===== src/rtl/sine_scroll_ctrl.sv =====
// Sequencer for the sine layer: raster-to-cell mapping, per-frame scroll phase,
// day/night palette schedule and the registered output pixel.
module sine_scroll_ctrl #(
    parameter int SCALE_LOG2 = 3,
    parameter int Y_TOP      = 152,
    parameter int DN_FRAMES  = 300
) (
    input  logic       i_clk,
    input  logic       i_rst_n,
    input  logic [9:0] i_hpos,
    input  logic [9:0] i_vpos,
    input  logic       i_display_on,
    input  logic       i_frame_start,
    input  logic       i_pause,
    input  logic       i_step,
    input  logic [1:0] i_speed,
    output logic [5:0] o_sine_x,
    output logic [4:0] o_sine_y,
    output logic       o_sine_daynight,
    input  logic [5:0] i_sine_rgb,
    output logic [5:0] o_pixel_rgb,
    output logic [5:0] o_phase
);

    typedef enum logic {
        ST_RUN,
        ST_PAUSED
    } state_t;

    localparam logic [9:0] Y_TOP_V = 10'(Y_TOP);
    localparam logic [9:0] WIN_H   = 10'(22 << SCALE_LOG2);
    localparam logic [9:0] DN_LAST = 10'(DN_FRAMES - 1);

    state_t     r_state;
    logic [5:0] r_phase;
    logic [1:0] r_speed_q;
    logic       r_step_pend;
    logic [9:0] r_dn_cnt;
    logic       r_daynight;
    logic       r_seen_frame;

    logic [5:0] r_sine_x;
    logic [4:0] r_sine_y;
    logic       r_de_d;
    logic       r_in_win_d;
    logic [5:0] r_pixel;

    logic [1:0] w_speed_now;
    logic [1:0] w_inc;
    logic [5:0] w_phase_next;
    logic [5:0] w_hcell;
    logic [9:0] w_rel;
    logic       w_in_win;
    logic [4:0] w_ycell;

    // Phase increment for this cycle; non-zero only on a frame_start edge.
    always_comb begin
        w_inc       = 2'd0;
        w_speed_now = i_frame_start ? i_speed : r_speed_q;
        if (i_frame_start) begin
            if (!i_pause) begin
                w_inc = w_speed_now;
            end else if (r_state == ST_PAUSED && (r_step_pend || i_step)) begin
                w_inc = 2'd1;
            end
        end
    end

    assign w_phase_next = r_phase + {4'b0000, w_inc};

    assign w_hcell  = 6'(i_hpos >> SCALE_LOG2);
    assign w_rel    = i_vpos - Y_TOP_V;
    assign w_in_win = (i_vpos >= Y_TOP_V) && (w_rel < WIN_H);
    assign w_ycell  = 5'(w_rel >> SCALE_LOG2);

    always_ff @(posedge i_clk) begin
        if (!i_rst_n) begin
            r_state      <= ST_RUN;
            r_phase      <= 6'd0;
            r_speed_q    <= 2'd0;
            r_step_pend  <= 1'b0;
            r_dn_cnt     <= 10'd0;
            r_daynight   <= 1'b0;
            r_seen_frame <= 1'b0;
        end else begin
            r_phase <= w_phase_next;
            if (i_frame_start) begin
                r_speed_q    <= i_speed;
                r_seen_frame <= 1'b1;
                r_step_pend  <= 1'b0;
                if (r_dn_cnt == DN_LAST) begin
                    r_dn_cnt   <= 10'd0;
                    r_daynight <= ~r_daynight;
                end else begin
                    r_dn_cnt <= r_dn_cnt + 10'd1;
                end
                case (r_state)
                    ST_RUN:    if (i_pause)  r_state <= ST_PAUSED;
                    ST_PAUSED: if (!i_pause) r_state <= ST_RUN;
                    default:   r_state <= ST_RUN;
                endcase
            end else if (r_state == ST_PAUSED) begin
                // Steps coalesce until the next frame boundary consumes them.
                r_step_pend <= r_step_pend | i_step;
            end else begin
                r_step_pend <= 1'b0;
            end
        end
    end

    // Display enable is held low until the first frame after reset so the
    // output stays black rather than showing a partial frame.
    always_ff @(posedge i_clk) begin
        if (!i_rst_n) begin
            r_sine_x   <= 6'd0;
            r_sine_y   <= 5'd0;
            r_de_d     <= 1'b0;
            r_in_win_d <= 1'b0;
            r_pixel    <= 6'd0;
        end else begin
            r_sine_x   <= w_hcell + w_phase_next;
            r_sine_y   <= w_in_win ? w_ycell : 5'd0;
            r_de_d     <= i_display_on & (r_seen_frame | i_frame_start);
            r_in_win_d <= w_in_win;
            if (!r_de_d) begin
                r_pixel <= 6'd0;
            end else if (r_in_win_d) begin
                r_pixel <= i_sine_rgb;
            end else begin
                r_pixel <= {6{r_daynight}};
            end
        end
    end

    assign o_sine_x        = r_sine_x;
    assign o_sine_y        = r_sine_y;
    assign o_sine_daynight = r_daynight;
    assign o_pixel_rgb     = r_pixel;
    assign o_phase         = r_phase;

endmodule

===== config.mk =====
export PLATFORM = sky130hd
export DESIGN_NAME = sine_scroll_ctrl
export DESIGN_NICKNAME = d
export VERILOG_FILES = /design/src/rtl/sine_scroll_ctrl.sv
export SDC_FILE = /design/constraint.sdc
export NUM_CORES = 1
export LEC_CHECK = 0
export CORE_MARGIN = 3
export CORE_UTILIZATION = 30
export DETAILED_ROUTE_END_ITERATION = 16
export GPL_TIMING_DRIVEN = 0
export SLEW_MARGIN = 25
export SYNTH_ARGS = -nofsm -noshare
export SYNTH_HDL_FRONTEND = slang
export SYNTH_SLANG_ARGS = --single-unit

===== constraint.sdc =====
create_clock -name i_clk -period 8.55 [get_ports i_clk]
set_input_delay 2.565 -clock i_clk [delete_from_list [all_inputs] [get_ports i_clk]]
set_output_delay 2.565 -clock i_clk [all_outputs]
set_load 0.005 [all_outputs]

**Supply network**

Bar = 20 um. Pins as bars on the die edge. Tap cells in gray.
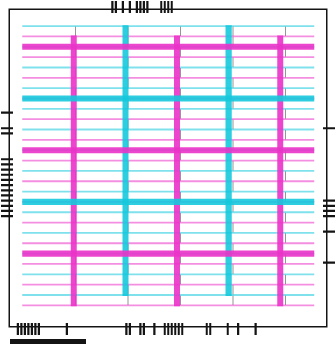
VSS: in magenta. VDD: in cyan.
The core has 27 rows. 5 straps on met4. 28 met1 rails follow the rows. 72 tap cells. 58 signal pins sit on the boundary.
die height: 83.1 um
die width: 83.1 um
Peak VDD IR: 0.0000877 V
CORE AREA: 5640 sq um

**Placement by cell class**

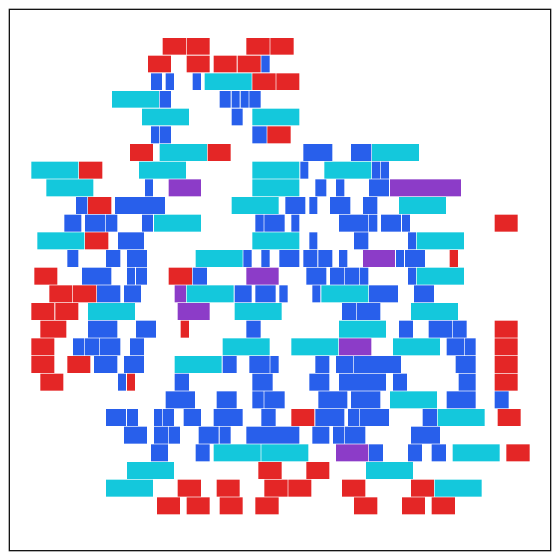
sequential cells: in cyan, cells 39, share of their area 33%. clock drivers and dummy loads: in purple, cells 8, share of their area 4.9%. combinational and other logic: in blue, cells 135, share of their area 41%. remaining buffers and delay cells: in red, cells 53, share of their area 21%.

**Clock distribution**

Bar = 20 um.
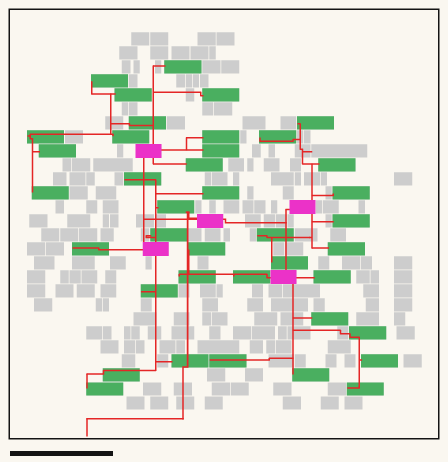
clock drivers: in magenta, count 5. clock wires: in red, length 498 um. flip-flops: in green, count 39.
There are 6 routed clock nets.
clock skew: 0.00481 ns
P_clk: 156 uW
clk ins delay skew pair: 0.28 ns
Clk pwr share: 38.7%

==> out/metrics.cfg <==
[outcome]
status = completed

[flow_run]
warning_count = 34

[final_layout]
comb_cells = 134
final-clk-cell-share_pct = 4.74

[clocking]
cts-root-buf = clkbuf_8

[worst_hold_path]
hold_depth = 1
hold_start = r_seen_frame
min_path_type = reg2reg

[timing]
setup-tns-final_ns = 0
finalSetupViolCount = 0
fin_crit_sh_pct = 63.5

[worst_setup_path]
cp_max_fo = 10
cpMaxStageDelayCell = clkdlybuf4s50_1
path_delay_family = buffers and inverters
cp.required_ns = 8.76

[synth]
ys_warn_count = 0
yosys.area.top_type_share_pct = 43.8
post-synth-top-count-cell = dfxtp_1
adder_share_pct = 9.26
yosysUniqueCellTypes = 47

[grt]
grt_use_met1_pct = 14.1
grtUsageTotal_pct = 11.0

[route]
wl_met2_um = 1670
drtAntennaViolNets = 0

[placement]
io_buffers = 49

**Signal wires by layer**

Bar = 20 um. Only two layers are drawn.
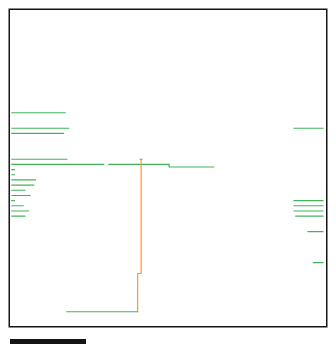
metal 3: in green, wire length 205 um. metal 4: in orange, wire length 41.0 um.

**Clock nets**

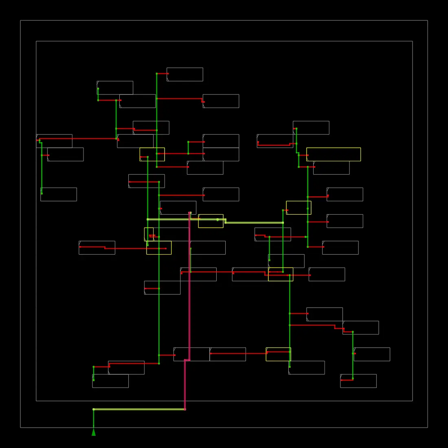
clock buffers: 6
CTS Sinks: 39

==> how the worst max path moves through the flow <==
stage / start / endpoint / slack, ns
floorplan: i_frame_start / o_sine_x[5] / 3.73
global placement: i_frame_start / o_sine_x[5] / 2.85
detailed placement: i_frame_start / o_sine_x[5] / 2.86
CTS: i_frame_start / o_sine_x[5] / 3.15
global route: i_frame_start / o_sine_x[5] / 2.92
finish: i_frame_start / o_sine_x[5] / 3.12
==> where the power goes <==
part	total (mW)	internal [mW]	switching, mW
sequential	0.192	0.188	0.00363
clock	0.156	0.0944	0.0617
combinational	0.0555	0.0331	0.0224
total	0.404	0.316	0.0877
==> cell families after synthesis <==
logic type,count (synthesis)
buf+inv,5
xor+xnor,18
flops,39
compound gates,31
simple gates,71
mux,2
fa+ha+maj,12
Power figures rest on the tool's default switching activity, not on a simulated workload.
